`src/rtl/instr_fetch_pkg.sv`:
```
`default_nettype none
// ============================================================================
// Module   : instr_fetch_pkg
// Purpose  : Shared definitions for the instruction fetch slice: default
//            widths shared with the decoder, the default sequential PC
//            increment, the fetch FSM state encoding and a saturating
//            counter helper used by the optional performance counters.
// Ports    : none (package)
// Options  : INSTR_FETCH_PERF_CNT_EN (sat_inc32 is used only when defined)
// Revision : 1.0  initial release
// ============================================================================
package instr_fetch_pkg;

    localparam int DEF_ADDR_WIDTH     = 32;
    localparam int DEF_DATA_BIT_WIDTH = 32;
    localparam int DEF_PC_INC         = 4;
    localparam int DEF_BUF_DEPTH      = 2;

    // ST_ISSUE : free to issue a request (no request outstanding)
    // ST_WAIT  : one request outstanding, its response will be kept
    // ST_KILL  : one request outstanding, its response will be discarded
    typedef enum logic [1:0] {
        ST_ISSUE = 2'd0,
        ST_WAIT  = 2'd1,
        ST_KILL  = 2'd2
    } fetch_state_t;

    // Increment that sticks at all-ones instead of wrapping.
    function automatic logic [31:0] sat_inc32(input logic [31:0] value);
        return (&value) ? value : value + 32'd1;
    endfunction

endpackage
`default_nettype wire

```
`src/rtl/instr_fifo.sv`:
```
`default_nettype none
// ============================================================================
// Module   : instr_fifo
// Purpose  : Small show-ahead FIFO holding fetched {pc, instruction} entries.
//            Flush has priority over push and pop. The head output reads 0
//            whenever the FIFO is empty.
// Ports    : clk        clock, rising edge
//            reset      asynchronous, active-low
//            push/din   write an entry
//            pop        remove the head entry
//            flush      discard all entries
//            head       current head entry (0 when empty)
//            count      occupancy
//            not_empty  head is valid
// Revision : 1.0  initial release
// ============================================================================
module instr_fifo #(
    parameter int DEPTH = 2,
    parameter int WIDTH = 64
) (
    input  logic                           clk,
    input  logic                           reset,
    input  logic                           push,
    input  logic                           pop,
    input  logic                           flush,
    input  logic [WIDTH-1:0]               din,
    output logic [WIDTH-1:0]               head,
    output logic [$clog2(DEPTH+1)-1:0]     count,
    output logic                           not_empty
);

    localparam int PTR_W = $clog2(DEPTH);
    localparam int CNT_W = $clog2(DEPTH+1);

    logic [WIDTH-1:0] mem [DEPTH];
    logic [PTR_W-1:0] rd_ptr;
    logic [PTR_W-1:0] wr_ptr;
    logic [CNT_W-1:0] occ;
    logic             do_push;
    logic             do_pop;

    assign do_pop  = pop && (occ != '0);
    // A full FIFO only accepts a push when the head leaves in the same cycle.
    assign do_push = push && ((occ != CNT_W'(DEPTH)) || do_pop);

    always_ff @(posedge clk or negedge reset) begin
        if (!reset) begin
            rd_ptr <= '0;
            wr_ptr <= '0;
            occ    <= '0;
            for (int i = 0; i < DEPTH; i++) begin
                mem[i] <= '0;
            end
        end else if (flush) begin
            rd_ptr <= '0;
            wr_ptr <= '0;
            occ    <= '0;
        end else begin
            if (do_push) begin
                mem[wr_ptr] <= din;
                wr_ptr      <= wr_ptr + PTR_W'(1);
            end
            if (do_pop) begin
                rd_ptr <= rd_ptr + PTR_W'(1);
            end
            case ({do_push, do_pop})
                2'b10:   occ <= occ + CNT_W'(1);
                2'b01:   occ <= occ - CNT_W'(1);
                default: occ <= occ;
            endcase
        end
    end

    assign not_empty = (occ != '0);
    assign count     = occ;
    assign head      = not_empty ? mem[rd_ptr] : '0;

endmodule
`default_nettype wire

```
`src/rtl/instr_fetch.sv`:
```
`default_nettype none
// ============================================================================
// Module   : instr_fetch
// Purpose  : Fetch stage ahead of the instruction decoder. Holds the PC,
//            issues one-at-a-time reads to instruction memory, buffers the
//            returned words and presents {instruction, pc} to the decoder
//            with a valid/ready handshake. A redirect flushes buffered and
//            in-flight fetches and restarts at the redirect target.
// Ports    : clk            clock, rising edge
//            reset          asynchronous, active-low
//            imem_req       one-cycle read request (memory always accepts)
//            imem_addr      request address
//            imem_rvalid    response strobe (one per request, latency >= 1)
//            imem_rdata     response word
//            redirect_valid flush and restart at redirect_pc
//            redirect_pc    new fetch address
//            instr_valid    head entry valid
//            instr_data     head instruction word (0 when empty)
//            instr_pc       head instruction address (0 when empty)
//            instr_ready    decoder accepts the head this cycle
//            perf_fetched   (option) saturating count of buffered words
//            perf_killed    (option) saturating count of discarded responses
//            perf_stall     (option) saturating count of valid&!ready cycles
// Options  : INSTR_FETCH_PERF_CNT_EN adds the perf_* outputs and counters.
// Revision : 1.0  initial release
// ============================================================================
module instr_fetch
    import instr_fetch_pkg::*;
#(
    parameter int                    ADDR_WIDTH     = DEF_ADDR_WIDTH,
    parameter int                    DATA_BIT_WIDTH = DEF_DATA_BIT_WIDTH,
    parameter logic [ADDR_WIDTH-1:0] RESET_PC       = '0,
    parameter int                    PC_INC         = DEF_PC_INC,
    parameter int                    BUF_DEPTH      = DEF_BUF_DEPTH
) (
    input  logic                      clk,
    input  logic                      reset,
    output logic                      imem_req,
    output logic [ADDR_WIDTH-1:0]     imem_addr,
    input  logic                      imem_rvalid,
    input  logic [DATA_BIT_WIDTH-1:0] imem_rdata,
    input  logic                      redirect_valid,
    input  logic [ADDR_WIDTH-1:0]     redirect_pc,
    output logic                      instr_valid,
    output logic [DATA_BIT_WIDTH-1:0] instr_data,
    output logic [ADDR_WIDTH-1:0]     instr_pc,
    input  logic                      instr_ready
`ifdef INSTR_FETCH_PERF_CNT_EN
    ,
    output logic [31:0]               perf_fetched,
    output logic [31:0]               perf_killed,
    output logic [31:0]               perf_stall
`endif
);

    localparam int ENT_W = ADDR_WIDTH + DATA_BIT_WIDTH;
    localparam int CNT_W = $clog2(BUF_DEPTH+1);
    localparam int OCC_W = CNT_W + 1;

    fetch_state_t          state;
    logic [ADDR_WIDTH-1:0] fetch_pc;
    logic [ADDR_WIDTH-1:0] req_pc;

    logic                  push;
    logic                  pop;
    logic                  flush;
    logic                  issue;
    logic [CNT_W-1:0]      occ;
    logic [OCC_W-1:0]      occ_next;
    logic                  fifo_valid;
    logic [ENT_W-1:0]      head;

    // ------------------------------------------------------------------
    // Buffer
    // ------------------------------------------------------------------
    instr_fifo #(
        .DEPTH (BUF_DEPTH),
        .WIDTH (ENT_W)
    ) u_fifo (
        .clk       (clk),
        .reset     (reset),
        .push      (push),
        .pop       (pop),
        .flush     (flush),
        .din       ({req_pc, imem_rdata}),
        .head      (head),
        .count     (occ),
        .not_empty (fifo_valid)
    );

    assign pop = fifo_valid && instr_ready;

    // ------------------------------------------------------------------
    // Per-cycle decisions. A request is issued only when the word it will
    // bring back is guaranteed a slot, judged on the occupancy after this
    // cycle's push and pop; that is what lets a 1-cycle memory stream one
    // instruction per cycle without ever overflowing the buffer.
    // ------------------------------------------------------------------
    always_comb begin
        push  = 1'b0;
        flush = 1'b0;
        issue = 1'b0;
        case (state)
            ST_ISSUE: begin
                flush = redirect_valid;
            end
            ST_WAIT: begin
                flush = redirect_valid;
                push  = imem_rvalid && !redirect_valid;
            end
            ST_KILL: begin
                flush = redirect_valid;
            end
            default: begin
                flush = 1'b0;
            end
        endcase
        occ_next = OCC_W'(occ) + OCC_W'(push) - OCC_W'(pop);
        if (!redirect_valid &&
            ((state == ST_ISSUE) || ((state == ST_WAIT) && imem_rvalid)) &&
            (occ_next < OCC_W'(BUF_DEPTH))) begin
            issue = 1'b1;
        end
    end

    // Requests are held off while reset is asserted even though the state
    // registers already sit in ST_ISSUE.
    assign imem_req  = issue && reset;
    assign imem_addr = fetch_pc;

    // ------------------------------------------------------------------
    // Fetch FSM
    // ------------------------------------------------------------------
    always_ff @(posedge clk or negedge reset) begin
        if (!reset) begin
            state    <= ST_ISSUE;
            fetch_pc <= RESET_PC;
            req_pc   <= RESET_PC;
        end else begin
            case (state)
                ST_ISSUE: begin
                    // A stray response here has no owner and is ignored.
                    if (redirect_valid) begin
                        fetch_pc <= redirect_pc;
                    end else if (issue) begin
                        req_pc   <= fetch_pc;
                        fetch_pc <= fetch_pc + ADDR_WIDTH'(PC_INC);
                        state    <= ST_WAIT;
                    end
                end
                ST_WAIT: begin
                    if (imem_rvalid) begin
                        if (redirect_valid) begin
                            fetch_pc <= redirect_pc;
                            state    <= ST_ISSUE;
                        end else if (issue) begin
                            req_pc   <= fetch_pc;
                            fetch_pc <= fetch_pc + ADDR_WIDTH'(PC_INC);
                        end else begin
                            state    <= ST_ISSUE;
                        end
                    end else if (redirect_valid) begin
                        // The in-flight word belongs to the old path.
                        fetch_pc <= redirect_pc;
                        state    <= ST_KILL;
                    end
                end
                ST_KILL: begin
                    if (redirect_valid) begin
                        fetch_pc <= redirect_pc;
                    end
                    if (imem_rvalid) begin
                        state <= ST_ISSUE;
                    end
                end
                default: begin
                    state <= ST_ISSUE;
                end
            endcase
        end
    end

    // ------------------------------------------------------------------
    // Decoder-facing outputs
    // ------------------------------------------------------------------
    assign instr_valid = fifo_valid;
    assign instr_pc    = head[ENT_W-1 -: ADDR_WIDTH];
    assign instr_data  = head[DATA_BIT_WIDTH-1:0];

`ifdef INSTR_FETCH_PERF_CNT_EN
    // ------------------------------------------------------------------
    // Saturating performance counters
    // ------------------------------------------------------------------
    logic killed_evt;
    logic stall_evt;

    assign killed_evt = imem_rvalid &&
                        ((state == ST_KILL) || ((state == ST_WAIT) && redirect_valid));
    assign stall_evt  = fifo_valid && !instr_ready;

    always_ff @(posedge clk or negedge reset) begin
        if (!reset) begin
            perf_fetched <= '0;
            perf_killed  <= '0;
            perf_stall   <= '0;
        end else begin
            if (push) begin
                perf_fetched <= sat_inc32(perf_fetched);
            end
            if (killed_evt) begin
                perf_killed <= sat_inc32(perf_killed);
            end
            if (stall_evt) begin
                perf_stall <= sat_inc32(perf_stall);
            end
        end
    end
`endif

endmodule
`default_nettype wire
```
`config.mk`:
```
export PLATFORM = sky130hd
export DESIGN_NAME = instr_fetch
export DESIGN_NICKNAME = d
export VERILOG_FILES = /design/src/rtl/instr_fetch_pkg.sv /design/src/rtl/instr_fifo.sv /design/src/rtl/instr_fetch.sv
export SDC_FILE = /design/constraint.sdc
export NUM_CORES = 1
export LEC_CHECK = 0
export ABC_AREA = 1
export CAP_MARGIN = 5
export CELL_PAD_IN_SITES_DETAIL_PLACEMENT = 2
export CELL_PAD_IN_SITES_GLOBAL_PLACEMENT = 2
export CORE_UTILIZATION = 29
export CTS_CLUSTER_SIZE = 16
export DETAILED_ROUTE_END_ITERATION = 8
export GPL_TIMING_DRIVEN = 0
export PLACE_DENSITY_LB_ADDON = 0.15
export SLEW_MARGIN = 20
export SYNTH_ARGS = -nofsm -noshare
export SYNTH_HDL_FRONTEND = slang
export SYNTH_HIERARCHICAL = 1
export SYNTH_SLANG_ARGS = --single-unit
```
`constraint.sdc`:
```
create_clock -name clk -period 2.6 [get_ports clk]
set_clock_uncertainty 0.05 [all_clocks]
set_input_delay 0.26 -clock clk [delete_from_list [all_inputs] [get_ports clk]]
set_output_delay 0.26 -clock clk [all_outputs]
set_load 0.02 [all_outputs]
```
run_1/layer_met1.png
Scale bar: 50 µm.
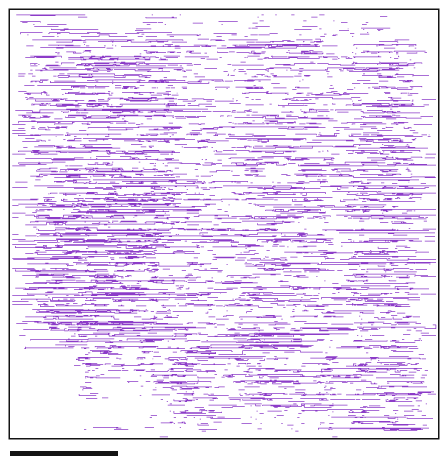
main direction: horizontal
nets with wire on the layer: 1542
WL final: 43180 µm
GR Util met1: 29.08%
Via Count: 10345

run_1/layer_met2.png
Scale bar: 50 µm.
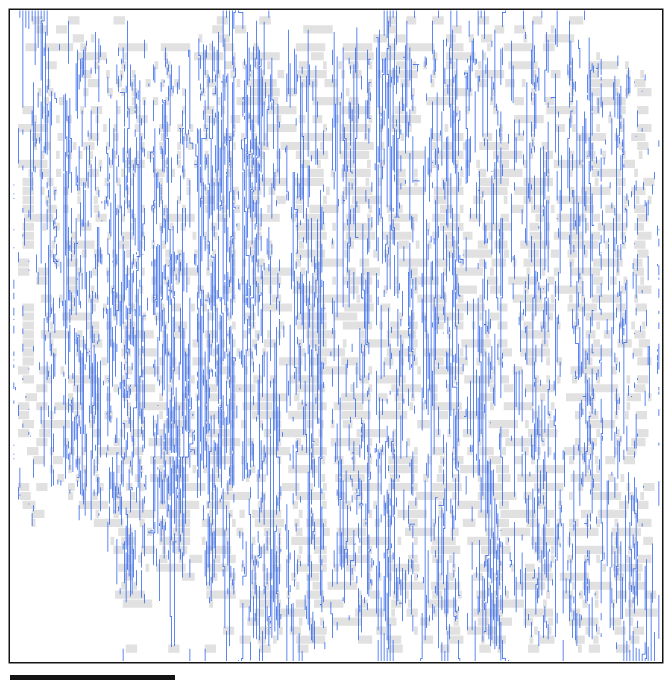
nets with wire on the layer: 1484
wire length on this layer: 21.4 mm
share of all routed wire: 50%
grt met2 use: 39.37%

==> flow_summary.toml, run 1 <==
# flow metrics
[synthesis]
synthTopLogicFamily = "simple AND/OR/NAND/NOR gates"
aoi_share_pct = 19.86
ys_async_sr_fraction_pct = 100.0
synth-edff-count = 0
synth.cell_area_um2 = 11100
yosys-stat-cells = 1394
yosys.area.top_type = "dfrtp_1"
ys_top_cells_by_count = "411 x nand2_1, 198 x dfrtp_1, 141 x a21oi_1"
yosysChipArea_um2 = 11100
yosys.cell_count.top_type = "nand2_1"
yosysTopAreaCellShare_pct = 44.65
synthSimpleGateAreaFrac_pct = 23.09

[final_layout]
nClkBuffers = 18
top_area_cell_class = "multi-input combinational cells"
final_core_util_pct = 40.31
final_cells = 2133
top_register = "u_fifo/mem"
largest_reg_flops = 128
final_area_um2 = 15180
layout_top_cell = "nand2_1"
diodes = 0
drive_above_1_share_pct = 24.23
nonClockBufferCount = 276
layout_top_cells = "377 x nand2_1, 197 x dfrtp_1, 131 x inv_1"

[clock_network]
cts_tree = "yes"
cts-root-buf = "clkbuf_16"

[pwr]
power_density_nw_per_um2 = 1274
leakage_nw = 7.374
top_power_group = "combinational cells"
comb_power_mw = 10.6
vdd_ir_drop_max_mv = 0.6299
seq-power_mw = 5.80
p_comb_share_pct = 55.0

[outcome]
violations = "negative setup slack"
status = "finished with violations"

[die]
taps = 511
dieArea_um2 = 39050
rows = 71
fp-utilization_pct = 29.46
die.size.y_um = 197.6

[detailed_routing]
vias_per_cell = 4.850
drc_errors = 0
drt_iter0_drc = 342
postRouteAntennaNets = 0
wl_met2_um = 21400

[global_routing]
grtUsageTotal_pct = 22.66
antenna_found_initial = 0
grt_max_degree = 82

[critical_path]
endpoint_kind = "primary output"
cp_max_fo = 2
crit_end = "imem_req"
critPathArrivalTime_ns = 2.57
rr_worst_depth = 18
ff2ff_setup_slack_ns = -0.27
cp_top_family = "adder cells"

[sta]
final.setup.worst_slack_ns = -0.2757
grt_setup_unrepaired = "yes"
slew_viol_final = 0
fin_tns_setup_ns = -4.819
finalSetupViolCount = 57

[placement]
io_buffer_count = 166
dp.cells = 2073
run_1/layer_met3.png
Scale bar: 50 µm.
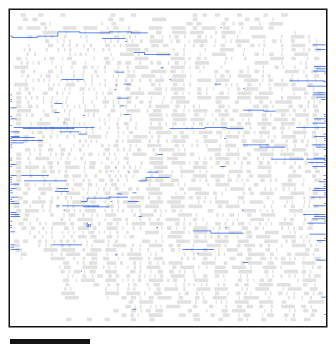
nets with wire on the layer: 126
wire length on this layer: 1100 µm
met3 Use GR: 2.629%

run_1/congestion.png
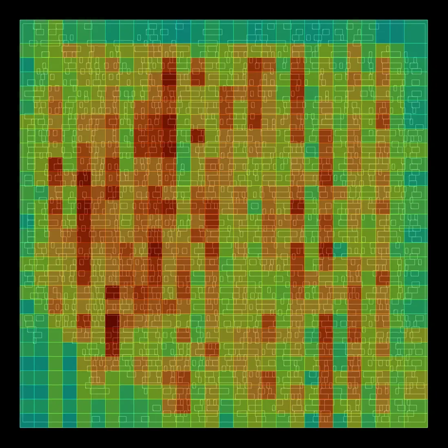

==> run 1 -> run 2 <==
--- a/config.mk
+++ b/config.mk
@@ -9,6 +9,7 @@
 export CAP_MARGIN = 5
 export CELL_PAD_IN_SITES_DETAIL_PLACEMENT = 2
 export CELL_PAD_IN_SITES_GLOBAL_PLACEMENT = 2
+export CORE_MARGIN = 3
 export CORE_UTILIZATION = 29
 export CTS_CLUSTER_SIZE = 16
 export DETAILED_ROUTE_END_ITERATION = 8
run_2/congestion.png
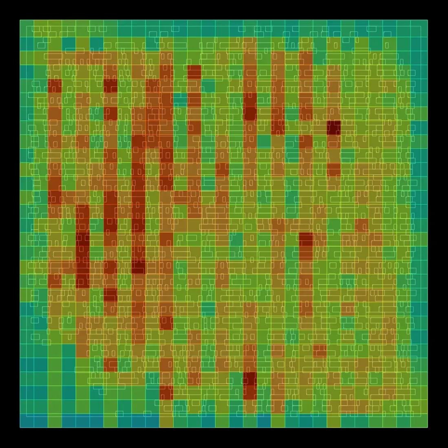
grt met2 use: 37.03%
WL/cell: 20.14 µm
met3 Use GR: 2.394%
fin util: 39.94%

==> run 2 against run 1 <==
Effect of this change:
- the run still ends with negative setup slack left
- maximum frequency up 1.5%
- sequential power about the same
- die area is 4.1% higher
- power shrank 2.3%
- core utilization down 0.37 points
- final cell count unchanged
- register-to-register slack improved by 0.12 ns
- critical path type is now in2out
- largest cell class unchanged
==> flow_summary.toml, run 2 <==
# flow metrics
[final_layout]
top_area_cell_class = "multi-input combinational cells"
final_cells = 2133
layout_top_cells = "368 x nand2_1, 197 x dfrtp_1, 132 x a21oi_1"
top_register = "u_fifo/mem"
nonClockBufferCount = 277
final_area_um2 = 15040
largest_reg_flops = 128
nClkBuffers = 24
layout_top_cell = "nand2_1"
drive_above_1_share_pct = 24.17
diodes = 0

[pwr]
leakage_nw = 7.323
vdd_ir_drop_max_mv = 0.5612
comb_power_mw = 10.6
p_comb_share_pct = 55.9
power_density_nw_per_um2 = 1257
top_power_group = "combinational cells"
seq-power_mw = 5.82
switching_power_mw = 8.782

[sta]
slew_viol_final = 0
final.setup.worst_slack_ns = -0.2332
fin_hold_ws_ns = 0.2966
min_period_ns = 2.833
grt_setup_unrepaired = "yes"
finalSetupViolCount = 43
fin_tns_setup_ns = -2.323

[die]
die.size.y_um = 201.6
dieArea_um2 = 40650
rows = 71
fp-utilization_pct = 29.46
taps = 511
core_area_um2 = 37670

[placement]
dp.cells = 2073
io_buffer_count = 166

[detailed_routing]
vias_per_cell = 4.821
postRouteAntennaNets = 0
drt_iter0_drc = 355
routed.top_layer = "met4"
wl_met2_um = 21540
drc_errors = 0

[synthesis]
synthSimpleGateAreaFrac_pct = 23.09
yosysTopAreaCellShare_pct = 44.65
yosys.cell_count.top_type = "nand2_1"
aoi_share_pct = 19.86
yosysChipArea_um2 = 11100
ys_top_cells_by_count = "411 x nand2_1, 198 x dfrtp_1, 141 x a21oi_1"
synthTopLogicFamily = "simple AND/OR/NAND/NOR gates"
yosys-stat-cells = 1394
yosys.area.top_type = "dfrtp_1"
syn_avg_cell_area_um2 = 7.960
synth.cell_area_um2 = 11100
synth-edff-count = 0
ys_async_sr_fraction_pct = 100.0

[critical_path]
rr_worst_depth = 17
critPathArrivalTime_ns = 2.52
crit_end = "imem_req"
cp_max_fo = 10
endpoint_kind = "primary output"
regToRegEndpoint = "imem_addr[21]"
cp_top_family = "buffers and inverters"
ff2ff_setup_slack_ns = -0.15
critPathLaunch = "redirect_valid"

[clock_network]
holdBufCountCts = 1
cts-root-buf = "clkbuf_16"
cts_tree = "yes"
clk_path_buf_depth = 2

[flow_run]
warnings = 32

[global_routing]
antenna_found_initial = 0
grtUsageTotal_pct = 21.23
grt-busiest-layer = "met2"
grt_use_met1_pct = 28.03
grt_max_degree = 93

[outcome]
status = "finished with violations"
violations = "negative setup slack"
run_2/layer_met1.png
Scale bar: 50 µm.
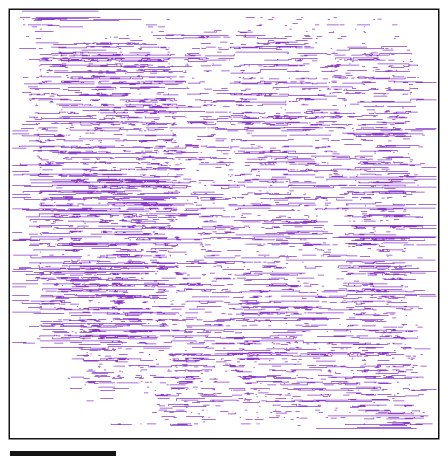
WL final: 42970 µm
Via Count: 10284

run_2/layer_met2.png
Scale bar: 50 µm.
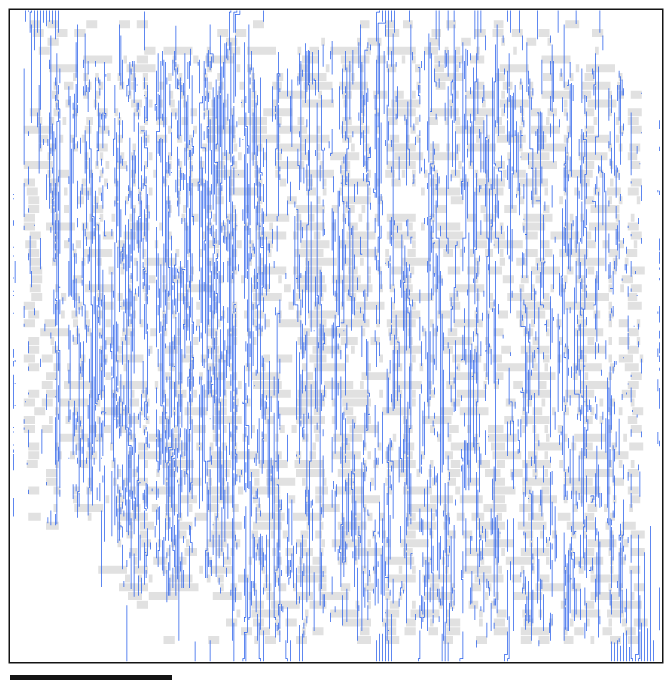

==> run 2 -> run 3 <==
--- a/config.mk
+++ b/config.mk
@@ -9,13 +9,13 @@
 export CAP_MARGIN = 5
 export CELL_PAD_IN_SITES_DETAIL_PLACEMENT = 2
 export CELL_PAD_IN_SITES_GLOBAL_PLACEMENT = 2
+export CORE_ASPECT_RATIO = 0.9
 export CORE_MARGIN = 3
 export CORE_UTILIZATION = 29
 export CTS_CLUSTER_SIZE = 16
 export DETAILED_ROUTE_END_ITERATION = 8
 export GPL_TIMING_DRIVEN = 0
 export PLACE_DENSITY_LB_ADDON = 0.15
-export SLEW_MARGIN = 20
 export SYNTH_ARGS = -nofsm -noshare
 export SYNTH_HDL_FRONTEND = slang
 export SYNTH_HIERARCHICAL = 1
run_3/layer_met2.png
Scale bar: 50 µm.
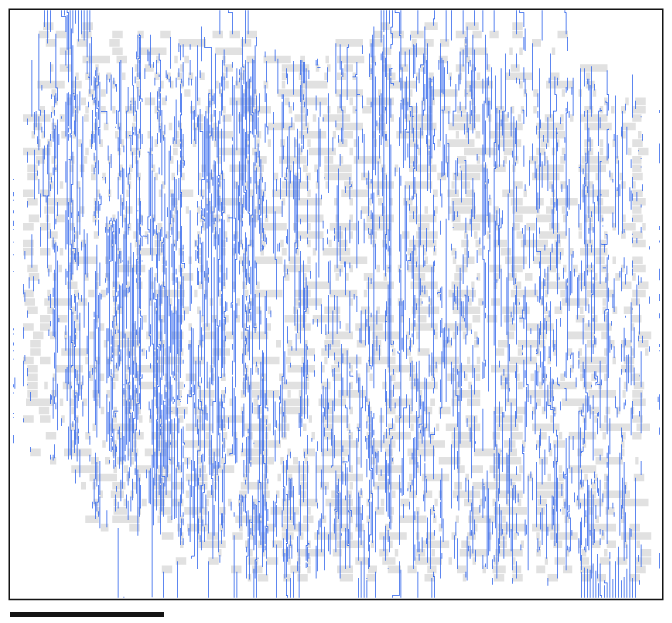
longest straight run: 76.5 µm
wire length on this layer: 21.2 mm
share of all routed wire: 49%
grt met2 use: 37.21%
Via Count: 10277
WL final: 43270 µm

==> run 3 against run 2 <==
Effect of this change:
- the flow still finishes with violations (negative setup slack)
- sequential power barely moved
- synthesized cell count is the same
- critical path depth unchanged
- sequential share of layout area up 0.82 points
- sequential cell count stayed put
- setup slack got worse by 0.018 ns
- count of clock-buffer cells in the layout down 6
- synthesized area unchanged
- die area about the same
- register-to-register slack improved by 0.03 ns
- critical endpoint unchanged
==> flow_summary.toml, run 3 <==
# flow metrics
[outcome]
status = "finished with violations"
violations = "negative setup slack"

[final_layout]
layout_top_cell = "nand2_1"
final_core_util_pct = 39.17
drive_above_1_share_pct = 20.59
nonClockBufferCount = 271
layout_top_cells = "402 x nand2_1, 197 x dfrtp_1, 130 x a21oi_1"
largest_reg_flops = 128
final_area_um2 = 14680
nClkBuffers = 18
top_area_cell_class = "multi-input combinational cells"

[detailed_routing]
wl_per_cell_um = 20.60
routed.top_layer = "met4"
wl_met2_um = 21190

[sta]
fin_hold_ws_ns = 0.2720
slew_viol_final = 0
final.setup.worst_slack_ns = -0.2513
finalSetupViolCount = 32
fin_tns_setup_ns = -2.156
grt_setup_unrepaired = "yes"

[placement]
dp.cells = 2045
io_buffer_count = 166

[synthesis]
synth.cell_area_um2 = 11100
yosysChipArea_um2 = 11100
synth-edff-count = 0
ys_async_sr_fraction_pct = 100.0
synthSimpleGateAreaFrac_pct = 23.09
syn_avg_cell_area_um2 = 7.960
yosys.area.top_type = "dfrtp_1"
synthTopLogicFamily = "simple AND/OR/NAND/NOR gates"
aoi_share_pct = 19.86
yosys.cell_count.top_type = "nand2_1"
ys_top_cells_by_count = "411 x nand2_1, 198 x dfrtp_1, 141 x a21oi_1"
yosysTopAreaCellShare_pct = 44.65
yosys-stat-cells = 1394

[global_routing]
grt_max_degree = 89

[clock_network]
cts_tree = "yes"
cts-root-buf = "clkbuf_16"
clk_path_buf_depth = 2

[critical_path]
ff2ff_setup_slack_ns = -0.12
cp_max_fo = 10
endpoint_kind = "primary output"
regToRegEndpoint = "imem_addr[13]"
cp_top_family = "buffers and inverters"

[die]
core_area_um2 = 37470
die.size.y_um = 191.6
dieArea_um2 = 40650
fp-utilization_pct = 29.61
rows = 67

[pwr]
power_density_nw_per_um2 = 1272
leakage_nw = 7.113
switching_power_mw = 8.751
vdd_ir_drop_max_mv = 0.5117
run_3/layer_met1.png
Scale bar: 50 µm.
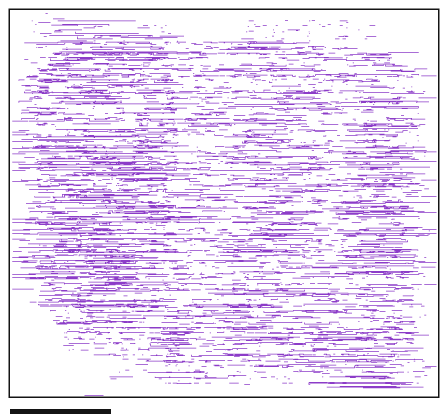
GR Util met1: 28.81%

Power is estimated from default activity; no workload was simulated.
